**M1 wires**

Scale bar: 20 µm.
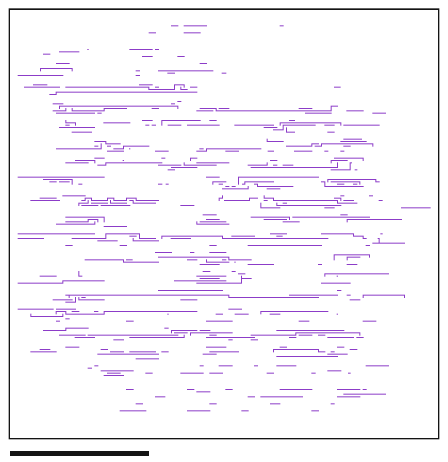
**Signal wires on met2**

Scale bar: 20 µm. Cells faint in the background.
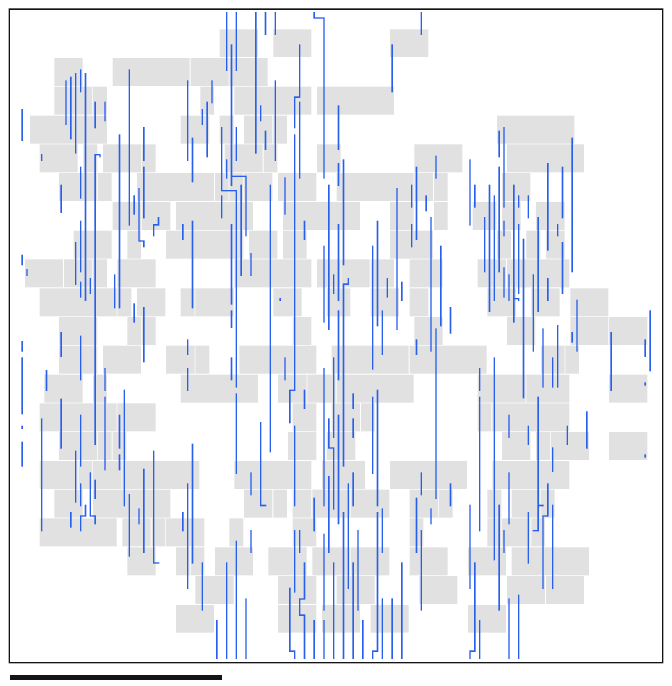
File: src/rtl/types_pkg.sv
// -----------------------------------------------------------------------------
// types_pkg
// Shared pipeline types.
//   opcode_t     : instruction opcode seen in the ID stage
//   halt_cause_t : reason the core was parked by halt_ctrl
//   halt_state_t : halt_ctrl sequencer states
// -----------------------------------------------------------------------------
package types_pkg;

   typedef enum logic [2:0] {
      ARITHM = 3'd0,
      ADDI   = 3'd1,
      LOAD   = 3'd2,
      STORE  = 3'd3,
      BRANCH = 3'd4,
      JUMP   = 3'd5,
      NOP    = 3'd6,
      HALT   = 3'd7
   } opcode_t;

   typedef enum logic [2:0] {
      CAUSE_NONE    = 3'd0,
      CAUSE_HALT    = 3'd1,
      CAUSE_DIV0    = 3'd2,
      CAUSE_OVF     = 3'd3,
      CAUSE_ILLEGAL = 3'd4
   } halt_cause_t;

   typedef enum logic [1:0] {
      RUN    = 2'd0,
      DRAIN  = 2'd1,
      HALTED = 2'd2
   } halt_state_t;

endpackage

File: src/rtl/halt_ctrl.sv
// -----------------------------------------------------------------------------
// halt_ctrl
// Halt sequencer sitting behind control_main. On a halt request it freezes
// the front end, lets the instructions already past ID retire for
// DRAIN_CYCLES cycles, then parks the core and holds the captured cause/PC.
//
// Ports
//   clk, rst_n     : clock, synchronous active-low reset
//   halt_sys       : halt request for the instruction in ID
//   opcode         : opcode of the instruction in ID
//   div0, overflow : exception flags used to classify the cause
//   pc_id          : PC of the instruction in ID
//   resume         : one-cycle request to leave HALTED (HALT cause only)
//   pc_en          : PC write enable
//   if_id_flush    : clear IF/ID to NOP
//   id_ex_bubble   : zero control fields entering ID/EX
//   halted         : core parked, pipeline empty (registered)
//   exc_valid      : a cause has been captured
//   exc_cause      : captured cause
//   exc_pc         : PC of the halting instruction
// -----------------------------------------------------------------------------
module halt_ctrl
   import types_pkg::*;
#(
   parameter int unsigned DRAIN_CYCLES = 3,
   parameter int unsigned PC_W         = 16
) (
   input  logic             clk,
   input  logic             rst_n,
   input  logic             halt_sys,
   input  opcode_t          opcode,
   input  logic             div0,
   input  logic             overflow,
   input  logic [PC_W-1:0]  pc_id,
   input  logic             resume,
   output logic             pc_en,
   output logic             if_id_flush,
   output logic             id_ex_bubble,
   output logic             halted,
   output logic             exc_valid,
   output halt_cause_t      exc_cause,
   output logic [PC_W-1:0]  exc_pc
);

   // Counter preload: one DRAIN cycle is spent per count down to zero,
   // so DRAIN_CYCLES cycles need a start value of DRAIN_CYCLES-1.
   localparam logic [3:0] DRAIN_LOAD =
      (DRAIN_CYCLES == 0) ? 4'd0 : 4'(DRAIN_CYCLES - 1);

   // Fixed priority: arithmetic faults outrank an explicit HALT opcode;
   // anything else that control_main halts on is treated as illegal.
   function automatic halt_cause_t classify_cause(
      input logic    f_div0,
      input logic    f_ovf,
      input opcode_t f_op
   );
      if (f_div0)
         return CAUSE_DIV0;
      else if (f_ovf)
         return CAUSE_OVF;
      else if (f_op == HALT)
         return CAUSE_HALT;
      else
         return CAUSE_ILLEGAL;
   endfunction

   halt_state_t       state_q,     state_d;
   logic [3:0]        counter_q,   counter_d;
   logic              halted_q,    halted_d;
   logic              exc_valid_q, exc_valid_d;
   halt_cause_t       exc_cause_q, exc_cause_d;
   logic [PC_W-1:0]   exc_pc_q,    exc_pc_d;

   always_ff @(posedge clk) begin
      if (!rst_n) begin
         state_q     <= RUN;
         counter_q   <= 4'd0;
         halted_q    <= 1'b0;
         exc_valid_q <= 1'b0;
         exc_cause_q <= CAUSE_NONE;
         exc_pc_q    <= '0;
      end else begin
         state_q     <= state_d;
         counter_q   <= counter_d;
         halted_q    <= halted_d;
         exc_valid_q <= exc_valid_d;
         exc_cause_q <= exc_cause_d;
         exc_pc_q    <= exc_pc_d;
      end
   end

   always_comb begin
      state_d      = state_q;
      counter_d    = counter_q;
      exc_valid_d  = exc_valid_q;
      exc_cause_d  = exc_cause_q;
      exc_pc_d     = exc_pc_q;
      // Frozen front end unless explicitly running with no request.
      pc_en        = 1'b0;
      if_id_flush  = 1'b1;
      id_ex_bubble = 1'b1;

      unique case (state_q)
         RUN: begin
            // A halt request takes precedence over a coincident resume.
            if (halt_sys) begin
               exc_valid_d = 1'b1;
               exc_cause_d = classify_cause(div0, overflow, opcode);
               exc_pc_d    = pc_id;
               if (DRAIN_CYCLES == 0) begin
                  state_d = HALTED;
               end else begin
                  state_d   = DRAIN;
                  counter_d = DRAIN_LOAD;
               end
            end else begin
               pc_en        = 1'b1;
               if_id_flush  = 1'b0;
               id_ex_bubble = 1'b0;
            end
         end

         DRAIN: begin
            // Further requests and resume are ignored; first capture sticks.
            if (counter_q == 4'd0)
               state_d = HALTED;
            else
               counter_d = counter_q - 4'd1;
         end

         HALTED: begin
            // Only a software HALT is resumable; faults need a reset.
            // exc_pc is kept so the PC mux can still see where we stopped.
            if (resume && (exc_cause_q == CAUSE_HALT)) begin
               state_d     = RUN;
               exc_valid_d = 1'b0;
               exc_cause_d = CAUSE_NONE;
            end
         end

         default: begin
            state_d = RUN;
         end
      endcase

      halted_d = (state_d == HALTED);
   end

   assign halted    = halted_q;
   assign exc_valid = exc_valid_q;
   assign exc_cause = exc_cause_q;
   assign exc_pc    = exc_pc_q;

endmodule

File: config.mk
export PLATFORM = sky130hd
export DESIGN_NAME = halt_ctrl
export DESIGN_NICKNAME = d
export VERILOG_FILES = /design/src/rtl/types_pkg.sv /design/src/rtl/halt_ctrl.sv
export SDC_FILE = /design/constraint.sdc
export NUM_CORES = 1
export LEC_CHECK = 0
export CAP_MARGIN = 20
export CELL_PAD_IN_SITES_DETAIL_PLACEMENT = 0
export CELL_PAD_IN_SITES_GLOBAL_PLACEMENT = 1
export CORE_UTILIZATION = 32
export DETAILED_ROUTE_END_ITERATION = 8
export HOLD_SLACK_MARGIN = 0.03
export PLACE_DENSITY_LB_ADDON = 0.3
export SLEW_MARGIN = 20
export SYNTH_ARGS = -nofsm -noshare
export SYNTH_HDL_FRONTEND = slang
export SYNTH_SLANG_ARGS = --single-unit
File: constraint.sdc
create_clock -name clk -period 4.5 [get_ports clk]
set_input_delay 0.45 -clock clk [delete_from_list [all_inputs] [get_ports clk]]
set_output_delay 0.45 -clock clk [all_outputs]
set_load 0.005 [all_outputs]
==> impl.org <==
#+TITLE: Flow metrics

** Final timing
- The final hold violation count recorded for this run is 0.
- Max Clock Skew :: 1.92 ps
- Final worst slack :: 2250 ps
- Post-route clock period utilization :: 50.1%
- Looking at the max-slew report, the worst-margin pin has a slew of 1020 ps.
- Setup tns final :: 0 ps
- Per the final report, max-transition violations number 0.
- Setup repair after global routing left no endpoint under its margin.
- Timing would allow up to 0.444 GHz.

** Layout
- Per the layout report, the design carries 368 filler cells.
- According to the finish report, the design has a final net count of 199.
- Register Area :: 541 µm²
- Per the cell usage report, the commonest logic cell in the layout is sky130_fd_sc_hd__clkdlybuf4s50_1.
- Final cell count without fillers :: 218
- Of the cells placed in the final design, the portion with a size suffix greater than 1 is 4.07%.
- Most used cells in the layout excluding fill and tap cells :: 48 x sky130_fd_sc_hd__clkdlybuf4s50_1, 34 x sky130_fd_sc_hd__nand2_1, 27 x sky130_fd_sc_hd__dfxtp_1
- 0 antenna diodes ended up in the layout.
- Per the layout area report, the combinational gate area comes to 541 µm².

** CTS
- Depth of the CTS H-tree :: 1
- Maximum count of clock buffers along a single path :: 2
- The report puts the hold buffer count at CTS at 0.
- TritonCTS reports the number of clock sinks as 27.
- Clock tree synthesis inserted a total of 3 buffers.
- Clock-pin slew on the worst setup and hold paths :: 140 ps
- TritonCTS built the clock tree.
- Buffers added to address setup during post-CTS repair amount to 0.

** Flow run
- OpenROAD warning count :: 26
- The number of maximum-capacitance violations recorded for the run is 0.

** Min path
- Hold path cells :: 2
- Worst min-delay path class :: reg -> reg

** Route
- Per the log, the first TritonRoute iteration ended with a DRC count of 38.
- Drc violations :: 0
- The detailed router reported a total wirelength of 2550 µm.
- Vias per cell :: 4.64
- Avg WL per Cell :: 11.7 µm
- The pre-antenna-repair detailed-routing pass consisted of 4 iterations.

** Power
- Pwr Density :: 354 nW/µm²
- The power report attributes to the combinational group a share of 32.4%.
- Leakage power :: 0.601 nW
- Net switching share of the total power :: 29.2%
- Worst VDD drop :: 0.159 mV
- Share of total power in sequential cells :: 50.2%

** Die
- Die span in y :: 61.6 µm
- Chip Area :: 3800 µm²
- Count of standard-cell rows :: 21
- Die x size :: 61.6 µm

** Synth
- Summing every instance area after synthesis gives 1140 µm².
- Ys flops :: 27
- After synthesis, the design contains 127 cells according to Yosys.
- Gate count of the mapped netlist :: 127
- The most common cell in the synthesized netlist is sky130_fd_sc_hd__nand2_1.
- Proportion of netlist area held by the largest area contributor :: 47.5%
- FFs w/ async S/R, synth :: 0%
- The share of the Yosys chip area taken by registers is 47.5%.
- Per the post-synthesis report, the nets total 153.
- Synth area leaders :: sky130_fd_sc_hd__dfxtp_1 48%, sky130_fd_sc_hd__a21boi_0 13%, sky130_fd_sc_hd__nand2_1 11%
- Leading post-synthesis cells by instance count :: 34 x sky130_fd_sc_hd__nand2_1, 27 x sky130_fd_sc_hd__dfxtp_1, 19 x sky130_fd_sc_hd__a21boi_0
- Most instantiated flip-flop cell in the synthesis netlist :: sky130_fd_sc_hd__dfxtp_1
- Warnings reported by Yosys during synthesis add up to 0.
- Area reported by Yosys stat :: 1140 µm²
- Yosys mapped a number of flops with a built-in enable equal to 0.

** Global route
- Total track usage :: 15.3%
- Pin count of the biggest net entering global routing :: 27
- The global route stage reports its total congestion overflow as 0.
- Antenna violations before repair :: 0
- Global-route wire length before repair :: 4370 µm

** Status
- Run status :: complete, no violations

** Worst setup path
- For the worst setup path, the data required time is 4050 ps.
- Critical setup path kind :: in -> out
- The worst setup path is captured at an output port.
- The number of cells on the worst reg-to-reg path is 3.
- The timing report gives the worst reg2reg path a setup slack of 2840 ps.
- Reg-to-reg startpoint :: state_q[0]
- The data arrival time reported for the critical path is 1800 ps.
- The critical path ends at pc_en.
- Category of the worst setup path launch point :: primary input
- The launch point of the critical path was reported as halt_sys.

** Placement
- Quantity of I/O buffers inserted on ports :: 48
- STA on the placed design reports a worst setup slack of 2230 ps.
- For this run the detailed placement stage logged an HPWL of 1860 µm.
## Picture notes: 'M1 wires'
wire length on this layer: 1140 µm
nets with wire on the layer: 177
share of all routed wire: 45%
main direction: horizontal

## Picture notes: 'signal wires on met2'
nets with wire on the layer: 168
share of all routed wire: 50%
main direction: vertical
longest straight run: 27.4 µm

[layer usage]
metal | vias up | wire length, µm | GRT usage (%)
li1 | 521 | - | -
met1 | 467 | 1140 | 19.0
met2 | 22 | 1290 | 26.1
met3 | 2 | 103 | 2.52
met4 | 0 | 20 | 6.67
met5 | - | 0 | 0
[cell families (layout without fill, tap and decap cells)]
group                    after synthesis  in the layout  share of synthesized area (%)
adder cells (fa/ha/maj)                1              1                           1.10
buffers and inverters                 11             56                           4.95
flip-flops                            27             27                           47.5
AND-OR/OR-AND                         31             31                           19.3
AND/OR/NAND/NOR                       57             57                           27.2
[registers in the layout, summed over array words and instances (netlist names)]
register   cells
counter_q      4
exc_cause      3
exc_pc        16
exc_valid      1
halted         1
state_q        2
[how the worst min path moves through the flow]
stage,to,from,slack (ps)
floorplan,counter_q[3],counter_q[3],460
global placement,exc_pc[11],exc_pc[11],450
detailed placement,exc_pc[0],exc_pc[0],460
CTS,exc_pc[0],exc_pc[0],480
global route,exc_pc[9],exc_pc[9],500
finish,exc_pc[11],exc_pc[11],480
[stage by stage]
stage	utilization [%]	power, mW	hold slack [ps]	cell area, µm²
floorplan	-	0.404	458	1140
global placement	48.6	0.487	454	1630
detailed placement	48.6	0.494	462	1630
CTS	49.4	0.598	481	1660
global route	49.4	0.631	504	1660
finish	49.4	0.588	477	1660
[cell type report]
cell class | count | share of cell area, %
tap | 46 | 3.47
clock buffer | 4 | 1.58
inverter | 4 | 0.904
sequential | 27 | 32.6
multi-input combinational | 89 | 32.6
timing repair buffer | 48 | 28.9
[worst max-delay path, stage by stage]
cell and delay, ps:
sky130_fd_sc_hd__clkdlybuf4s50_1 440, sky130_fd_sc_hd__or3_1 350, sky130_fd_sc_hd__inv_1 70, sky130_fd_sc_hd__clkdlybuf4s50_1 490
[power by group through the flow]
stage / Clock, mW / Combinational, mW / Sequential, mW
2_1_floorplan: 0 / 0.108 / 0.296
3_3_place_gp: 0 / 0.188 / 0.300
3_5_place_dp: 0 / 0.193 / 0.301
4_1_cts: 0.109 / 0.194 / 0.296
5_1_grt: 0.116 / 0.214 / 0.301
6_report: 0.102 / 0.190 / 0.295
Power and IR drop assume default switching activity.
